==> config.mk <==
export PLATFORM = sky130hd
export DESIGN_NAME = mem_bus_ctrl
export DESIGN_NICKNAME = d
export VERILOG_FILES = /design/src/rtl/mem_bus_ctrl.sv
export SDC_FILE = /design/constraint.sdc
export NUM_CORES = 1
export LEC_CHECK = 0
export CAP_MARGIN = 20
export CORE_MARGIN = 3
export CORE_UTILIZATION = 48
export CTS_BUF_LIST = sky130_fd_sc_hd__clkbuf_4 sky130_fd_sc_hd__clkbuf_8
export CTS_CLUSTER_DIAMETER = 30
export DETAILED_ROUTE_END_ITERATION = 16
export PLACE_DENSITY = 0.89
export SLEW_MARGIN = 20
export SYNTH_ARGS = -nofsm -noshare
export SYNTH_HDL_FRONTEND = slang
export SYNTH_SLANG_ARGS = --single-unit
==> constraint.sdc <==
create_clock -name clk -period 3.92 [get_ports clk]
set_input_delay 0.784 -clock clk [delete_from_list [all_inputs] [get_ports clk]]
set_output_delay 0.784 -clock clk [all_outputs]
set_load 0.005 [all_outputs]
Fig. 1: run 1, clock nets
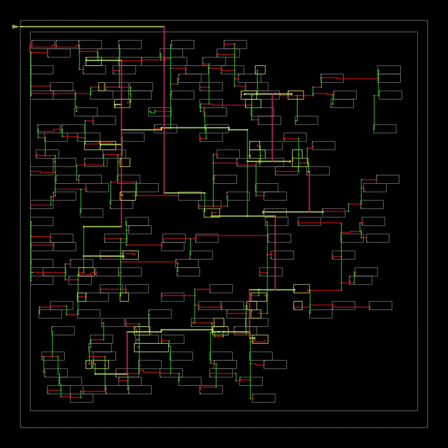
layout clock buffer count: 20
reported clock group power: 1.21 mW
Flop Count: 168
clock insertion delay at the later pin of the skew report: 0.48 ns
Worst Skew: 0.0117 ns

Fig. 2: run 1, logic cells by family
Drawn at 2 px/um.
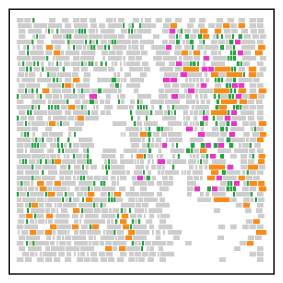
colour	family	cells
magenta	AND-OR and OR-AND gates	36
orange	multiplexers	77
green	NAND gates	250
most frequent logic cell in the layout: sky130_fd_sc_hd__clkdlybuf4s50_1
combinational share of cell area: 35.1%

Fig. 3: run 1, metal 3
Drawn at 4 px/um.
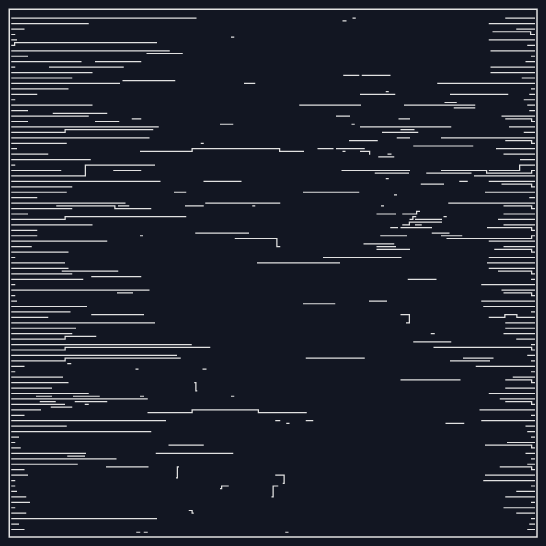
wire length on this layer	3,030 um
longest straight run	46.0 um
share of all routed wire	12%
main direction	horizontal
nets with wire on the layer	253
vias: 7,803
wirelength, routed: 26,100 um

Fig. 4: run 1, signal wires by layer
Drawn at 2 px/um.
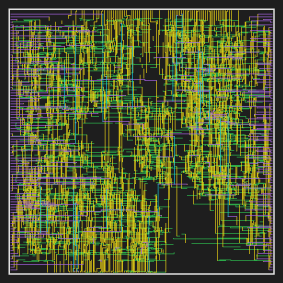
colour	layer	wire length
yellow	met2	12,600 um
purple	met3	3,030 um
cyan	met4	683 um
green	met1	9,800 um
total routing usage reported by global routing: 29.1%
wire length per cell: 18.7 um

==> flow_metrics.env <==
# source this file to load flow results
export IMPL_status="finished, final reports clean"
export IMPL_floorplan_rows=45
export IMPL_synth_most_common_cell="sky130_fd_sc_hd__nand2_1"
export IMPL_ys_seq_share_pct=44.4
export IMPL_area_combinational_sq_um=3920
export IMPL_netlist_area_sq_um=7570
export IMPL_met2_length_um=12600
export IMPL_required_time_at_the_worst_slack_endpoint_ns=4.34
export IMPL_ys_sh_mux_pct=11.9
export IMPL_worstHoldPathType="reg2reg"
export IMPL_antenna_found_initial=0
export IMPL_maxPowerGroup="sequential cells"
export IMPL_share_of_layout_cells_above_drive_strength_1_pct=6.66
export IMPL_chipArea_sq_um=17300
export IMPL_critPathArrivalTime_ns=3.29
export IMPL_logic_gate_count=655
export IMPL_switchingPower_mw=1.51
export IMPL_power_static_leakage_nw=3.92
export IMPL_cts_tree="yes"
export IMPL_sequentialPowerShare_pct=42.4
export IMPL_portBuffers=309
export IMPL_critical_path_endpoint_type="flip-flop"
export IMPL_route_antenna_remaining_nets=0
export IMPL_seq_area_share_pct=30.1
export IMPL_cts_htree_levels=4
export IMPL_drcViolationCount=0
export IMPL_initial_core_util_pct=49.4
export IMPL_top_area_cell_class="multi-input combinational cells"
export IMPL_ys_warnings_count=0
export IMPL_top_signal_layer_used="met4"
export IMPL_combPwrFrac_pct=31.0
export IMPL_max_clock_path_buffers=2
export IMPL_placement_setup_worst_slack_ns=0.610
export IMPL_routed_via_density=5.58
export IMPL_floorplan_tapcells=211
export IMPL_finalMaxSlewViolations=0
export IMPL_worst_setup_path_start_kind="flip-flop"
export IMPL_post_synth_num_cell_types=53
export IMPL_nFillCells=1159
export IMPL_finalSetupTns_ns=0
export IMPL_rrSetupSlack_ns=1.04
export IMPL_timing_hold_worst_path_depth=2
export IMPL_worstSetupPathType="reg2reg"
export IMPL_synthesis_instances=899
export IMPL_p_int_mw=3.05
export IMPL_ctsResizeCount=0
export IMPL_layout_buffer_nonclock_area_share_pct=28.7
export IMPL_report_final_setup_viol=0
export IMPL_layout_area_overhead_vs_synth_pct=47.6
export IMPL_gr_usage_met2_pct=48.6
export IMPL_ys_area_sq_um=7570
export IMPL_yosysCellCount=899
export IMPL_post_route_period_util_pct=73.4
export IMPL_switching_share_pct=33.1
export IMPL_grtUsageMet3_pct=13.0
export IMPL_pwr_density_cell_nw_per_um2=408
export IMPL_count_of_warning_messages_emitted_by_the_tools=39
export IMPL_asyncSetResetFlopFracSynth_pct=0
export IMPL_power_clock_fraction_pct=26.6
export IMPL_cts_buffers_inserted=17
export IMPL_nets_in_the_synthesized_netlist=1071
export IMPL_clock_sinks=168
export IMPL_cap_violations=0
export IMPL_setup_slack_ns=1.04
export IMPL_worst_r2r_cell_count=5
export IMPL_clock_root_buffer="sky130_fd_sc_hd__clkbuf_8"
export IMPL_pg_seq_mw=1.93
export IMPL_edf_count=0
export IMPL_clk_pin_slew_worst_paths_ns=0.09
export IMPL_most_common_layout_cells="sky130_fd_sc_hd__clkdlybuf4s50_1 (308), sky130_fd_sc_hd__nand2_1 (210), sky130_fd_sc_hd__dfxtp_1 (167)"
export IMPL_topCellsByArea="sky130_fd_sc_hd__dfxtp_1 (44%), sky130_fd_sc_hd__nand2_1 (10%), sky130_fd_sc_hd__a21oi_1 (7.3%)"
export IMPL_global_route_overflow_total=0
export IMPL_synth_simple_gate_area_share_pct=19.5
export IMPL_final_hold_viol_count=0
export IMPL_post_synth_most_frequent_cells="sky130_fd_sc_hd__nand2_1 (210), sky130_fd_sc_hd__dfxtp_1 (168), sky130_fd_sc_hd__a21oi_1 (110), sky130_fd_sc_hd__nor2_1 (64), sky130_fd_sc_hd__clkbuf_1 (57)"
export IMPL_final_min_clock_period_ns=2.88
export IMPL_grt_start_max_net_pins=86
export IMPL_sequential_cell_area_sq_um=3360
export IMPL_compound_area_share_pct=18.8
export IMPL_met1Wirelength_um=9800
export IMPL_antenna_cells=0
export IMPL_cts_hold_fix_buffers=0
export IMPL_die_y_um=132
export IMPL_routed_met3_length_um=3030
export IMPL_post_synth_main_logic_family="simple AND/OR/NAND/NOR gates"
export IMPL_fp_coreArea_sq_um=15300
export IMPL_unrepaired_setup_endpoints_after_global_routing="false"
export IMPL_clock_fmax_mhz=348
export IMPL_num_nets_final=1346
export IMPL_die_width_um=132
export IMPL_detailed_place_hpwl_um=19200
export IMPL_netlist_top_cell_by_area="sky130_fd_sc_hd__dfxtp_1"
export IMPL_ios=320
export IMPL_maxSlewHeadroom_pct=32.9
export IMPL_post_cts_setup_buffer_count=0
export IMPL_grt_pass1_wl_um=40800
export IMPL_first_global_vias=7432
export IMPL_postSynthAreaPerCell_sq_um=8.42
export IMPL_synth_flops=168
export IMPL_grt_most_used_layer="met2"
export IMPL_non_clock_inverter_count=8
export IMPL_groute_layer_met1_usage_pct=33.4
export IMPL_globalplace_congestion=0.835
export IMPL_fin_total_pwr_mw=4.56
export IMPL_clkCellAreaFrac_pct=3.45
export IMPL_drtIter0Drc=608
export IMPL_signal_buffers=324
export IMPL_adder_cell_area_share_of_the_yosys_netlist_pct=0.826
==> run 1: critical path: stages, from the launching register on <==
cell and delay (ns):
sky130_fd_sc_hd__dfxtp_2 0.96, sky130_fd_sc_hd__mux2i_1 0.34, sky130_fd_sc_hd__a2111oi_0 0.60, sky130_fd_sc_hd__a2111oi_2 0.10, sky130_fd_sc_hd__nor2_2 0.57, sky130_fd_sc_hd__a22o_1 0.23
==> run 1: per-stage QoR <==
step / instances / utilization (%) / hold slack (ns) / area [sq um]
after CTS: 1398 / 72.9 / 0.457 / 11200
after global routing: 1398 / 72.9 / 0.471 / 11200
after global placement: 1366 / 70.4 / 0.441 / 10800
after detailed placement: 1366 / 70.4 / 0.446 / 10800
final: 1398 / 72.9 / 0.456 / 11200
after floorplan: 899 / - / 0.453 / 7570
Power and IR drop assume default switching activity.
